==> config.mk <==
export PLATFORM = sky130hd
export DESIGN_NAME = stack_unit_flat
export DESIGN_NICKNAME = d
export VERILOG_FILES = /design/src/rtl/stack_unit_if.sv /design/src/rtl/stack_unit.sv /design/src/flat_wrapper.sv
export SDC_FILE = /design/constraint.sdc
export NUM_CORES = 1
export LEC_CHECK = 0
export CAP_MARGIN = 20
export CORE_ASPECT_RATIO = 0.75
export CORE_MARGIN = 1.5
export CORE_UTILIZATION = 30
export CTS_BUF_LIST = sky130_fd_sc_hd__clkbuf_8
export DETAILED_ROUTE_END_ITERATION = 12
export PLACE_DENSITY = 0.46
export SLEW_MARGIN = 25
export SYNTH_ARGS = -nofsm -noshare
export SYNTH_HDL_FRONTEND = slang
export SYNTH_SLANG_ARGS = --single-unit
==> constraint.sdc <==
create_clock -name clk -period 3.5 [get_ports clk]
set_clock_uncertainty 0.2 [all_clocks]
set_input_delay 0.7 -clock clk [delete_from_list [all_inputs] [get_ports clk]]
set_output_delay 0.7 -clock clk [all_outputs]
set_load 0.01 [all_outputs]
==> run_1/layer_met1.png <==
Supply wires on this layer in grey.
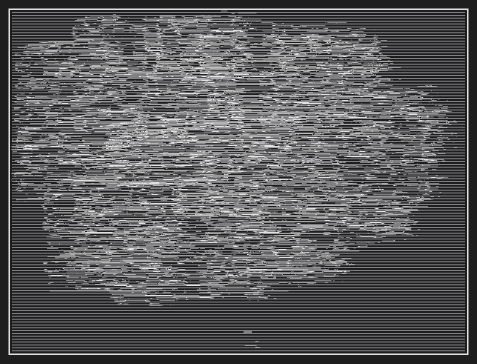
wire length on this layer: 58.3 mm
longest straight run: 118 um
nets with wire on the layer: 2,550
main direction: horizontal
vias: 23.0k
met1 Resource Use GR: 26.4%
final wirelength: 123 mm

==> run_1/layer_met2.png <==
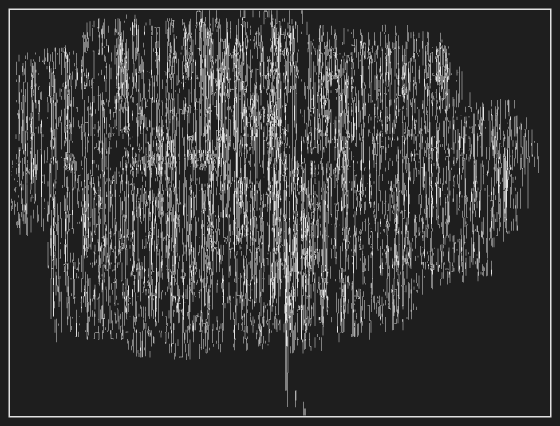
main direction: vertical
wire length on this layer: 51.6 mm
longest straight run: 148 um
nets with wire on the layer: 2,295
share of all routed wire: 42%
met2 usage: 23.9%

==> run_1/layer_met3.png <==
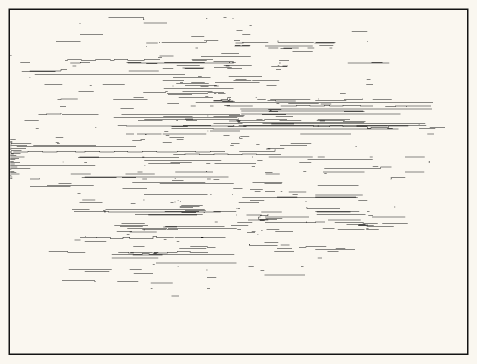
longest straight run: 225 um
main direction: horizontal
nets with wire on the layer: 264
wire length on this layer: 10,200 um
met3 Use GR: 4.93%

==> results_dict.tcl, run 1 <==
# place-and-route summary
set metrics [dict create \
    cts.sinks 1069 \
    h-tree-depth 4 \
    drt-met1-wl_mm 58.3 \
    worst_setup_path_start_kind "register" \
    io_pins 50 \
    hold_viol_final 0 \
    lay_top_cells "1,024 x edfxtp_1, 328 x nand2_1, 192 x mux4_2, 172 x clkbuf_8, 169 x nor2_1" \
    n_all_buffers 278 \
    worstSetupEndpointType "register" \
    worstSkewPairLatency_ps 890 \
    openroad.warnings 34 \
    grt-ovfl-total 0 \
    ys_cells 2327 \
    finalCritPeriodShare_pct 97.4 \
    status "finished, final reports clean" \
    maxCapViolCount 0 \
    fin_cells 4633 \
    largest_reg_flops 1024 \
    dr_wl_met2_mm 51.6 \
    antenna_found_initial 7 \
    core-area_um2 138000 \
    fp_nets 2357 \
    hold_class "in -> async" \
    syn_to_final_growth_pct 18.5 \
    final_util_pct 35.8 \
    ys_seq_share_pct 76.3 \
    diodes 2 \
    p_leak_nw 16.4 \
    tritoncts "built" \
    regArea_um2 31900 \
    layout_top_cell "edfxtp_1" \
    crit_arrival_ps 3750 \
    synthArstFlopShare_pct 4.21 \
    fin_total_pwr_mw 48.9 \
    largest_class "flip-flops and latches" \
    post-place-cells 4307 \
    layout-drive-gt1-share_pct 25.8 \
    synth_cell_types 59 \
    pg_seq_mw 17.8 \
    final-clk-cell-share_pct 6.24 \
    pwr-share-comb_pct 43.3 \
    track_usage_pct 17.4 \
    ys_ff 1069 \
    period_needed_ps 3410 \
    flops 1069 \
    synth_cells 2327 \
    p_seq_share_pct 36.4 \
    worstPathRequired_ps 3840 \
    worstMarginPinSlew_ps 1040 \
    top_usage_layer "met1" \
]
run 1: stage by stage:
step / area, um^2 / hold slack, ps / setup WS [ps] / TNS (ps)
2_1_floorplan: 41800 / 204 / -18.4 / -1690
3_3_place_gp: 46000 / 305 / -55.7 / -121
3_5_place_dp: 46000 / 303 / -120 / -207
4_1_cts: 49200 / 138 / 2.22 / 0
5_1_grt: 49500 / 188 / 7.80 / 0
6_report: 49500 / 221 / 91.6 / 0
run 1: cell families after synthesis:
family / synth area share [%]
AOI/OAI and AO/OA: 3.05
and+or+nand+nor: 6.85
xor gates and xnor gates: 0.291
DFF: 76.3
muxes: 11.7
adders and majority gates: 0.270
buffers and inverters: 1.54
run 1: worst max-delay path, cell delays in order, from the launching register on:
cell and delay, ps:
dfrtp_4 440, inv_2 70, buf_6 140, ha_2 200, nand4_1 100, buf_4 130
buf_4 90, buf_4 90, buf_4 90, buf_4 100, buf_4 90, buf_4 90
buf_4 110, nand2_2 90, or3_4 490, buf_6 180, nor2_1 130, buf_6 230
run 1: cells in the mapped netlist (all sizes together), types with 16 or more instances:
master / number / area share (%)
a211oi: 18 / 0.32
a31oi: 32 / 0.48
a32oi: 32 / 0.67
and2: 17 / 0.25
buf: 62 / 0.81
clkbuf: 74 / 0.67
dfrtp: 45 / 2.7
edfxtp: 1024 / 74
mux2: 17 / 0.46
mux2i: 36 / 0.86
mux4: 192 / 10
nand2: 331 / 3.0
nand3: 71 / 0.85
nor2: 184 / 1.7
nor3: 19 / 0.24
o21ai: 35 / 0.49
o22ai: 16 / 0.24
run 1: repair_timing:
action / 4_1_cts / 5_1_grt
hold endpoints to repair: 29 / 0
buffers inserted: 13 / 2
resized: 24 / 64
hold buffers: 1 / 0
setup endpoints to repair: 6 / 859
pin swaps: 1 / 1
gates cloned: 0 / 6
## Run 2: what changed since run 1
Settings changed: CORE_MARGIN 1.5 to unset.
==> run_2/layer_met4.png <==
Scale bar: 100 um. Supply wires on this layer in grey.
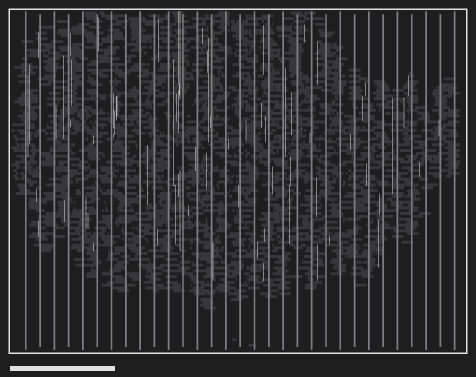
wire length on this layer: 2,330 um
longest straight run: 120 um
share of all routed wire: 1.8%
final wirelength: 127 mm
vias: 23.3k

==> results_dict.tcl, run 2 <==
# place-and-route summary
set metrics [dict create \
    cts_setup_buffers 0 \
    setup_ws_ps 37.1 \
    maxCapViolCount 0 \
    fin_total_pwr_mw 49.0 \
    synth.area.top_cells "edfxtp_1 74%, mux4_2 10%, nand2_1 3.0%" \
    io_pins 50 \
    crit_path_max_incr_delay_ps 640 \
    hold_viol_final 0 \
    final.setup.tns_ps 0 \
    cts.sinks 1069 \
    fin_cells 4605 \
    post-place-cells 4292 \
    top_area_share_pct 73.6 \
    synthMostInstantiatedCell "edfxtp_1" \
    crit_arrival_ps 4080 \
    worstMarginPinSlew_ps 947 \
    synth_cells 2327 \
    use_met3_pct 4.28 \
    final_util_pct 35.6 \
    synthArstFlopShare_pct 4.21 \
    top_area_cell "edfxtp_1" \
    placed_area_um2 45800 \
    fin_area_um2 49100 \
    cp_cell_sequence "buf_4 > xnor2_2 > buf_12 > buf_4 > nand2_1 > a32oi_1 > a31oi_1 > nor4_1 > a211o_1" \
    period_needed_ps 3460 \
    cp_common_cell "buf_4" \
    worstSetupEndpointType "register" \
    synth_cell_types 59 \
    top_cells_by_count "1,024 x edfxtp_1, 331 x nand2_1, 192 x mux4_2, 184 x nor2_1, 74 x clkbuf_1" \
    track_usage_pct 18.0 \
    tritoncts "built" \
    worst_setup_path_start_kind "register" \
    status "finished, final reports clean" \
    syn_to_final_growth_pct 17.6 \
    openroad.warnings 36 \
    p_leak_nw 16.3 \
    largest_reg_flops 1024 \
    core-area_um2 138000 \
    ys_ff 1069 \
    dp_slack_ps -101 \
    layout_top_cell "edfxtp_1" \
    antenna_found_initial 13 \
    worst_hold_slack_ps 247 \
    grtUsageMet2_pct 25.4 \
    hold_class "in -> reg" \
    ys_cells 2327 \
    fp_nets 2357 \
    finalCritPeriodShare_pct 98.9 \
    layout-drive-gt1-share_pct 24.4 \
    worstPathRequired_ps 4110 \
]
==> run_2/clocks.png <==
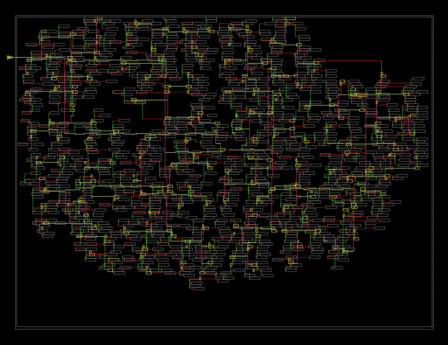
flip-flops: 1,069
CTS Buf Count: 167

[run 2: cell counts after synthesis]
No cell type changed its count.
[run 2: power breakdown]
part / switching [mW] / internal [mW] / leakage [nW]
clock: 5.13 / 5.03 / 1.85
combinational: 13.5 / 7.43 / 4.69
sequential: 1.46 / 16.5 / 9.76
total: 20.0 / 28.9 / 16.3
[run 2: critical path, delay by kind of cell, from the launching register on]
kind                      cells  cell delay (ps)
DFF                           1              540
buffers and inverters         3              900
AOI/OAI and AO/OA             3              660
and+or+nand+nor               2              730
xor gates and xnor gates      1              330
[run 2: layout make-up]
class                   count  area (um^2)  share of cell area, %
multi-input cells        1115         9370                   19.1
clock buffers             173         2380                   4.85
flip-flops and latches   1069        31900                   65.0
clock inverters           136          786                   1.60
repair buffers            243         2320                   4.72
well taps                1860         2330                   4.74
inverters                   7         26.3                 0.0535
diodes                      2         5.00                 0.0102
[run 2: metal layers]
| metal | share of wire, % | vias to the layer above | wire length, um |
|---|---|---|---|
| li1 | - | 9744 | - |
| met5 | 0.021 | - | 27 |
| met1 | 47 | 12362 | 59100 |
| met2 | 43 | 985 | 54600 |
| met4 | 1.8 | 4 | 2330 |
| met3 | 8.5 | 183 | 10700 |
[run 2: cell families (layout without fill, tap and decap cells)]
family	Yosys count	count (layout)	share of synthesized area (%)
other cells	0	2	0
fa+ha+maj	9	9	0.270
simple gates	677	677	6.85
compound gates	171	171	3.05
mux	245	245	11.7
buf+inv	143	559	1.54
flops	1069	1069	76.3
xor+xnor	13	13	0.291
[run 2: what timing repair did]
action,CTS,global route
hold buffers,1,0
endpoints found under the hold margin,26,0
gates resized,16,3
cloned,0,1
setup endpoints to repair,8,4
Power figures rest on the tool's default switching activity, not on a simulated workload.
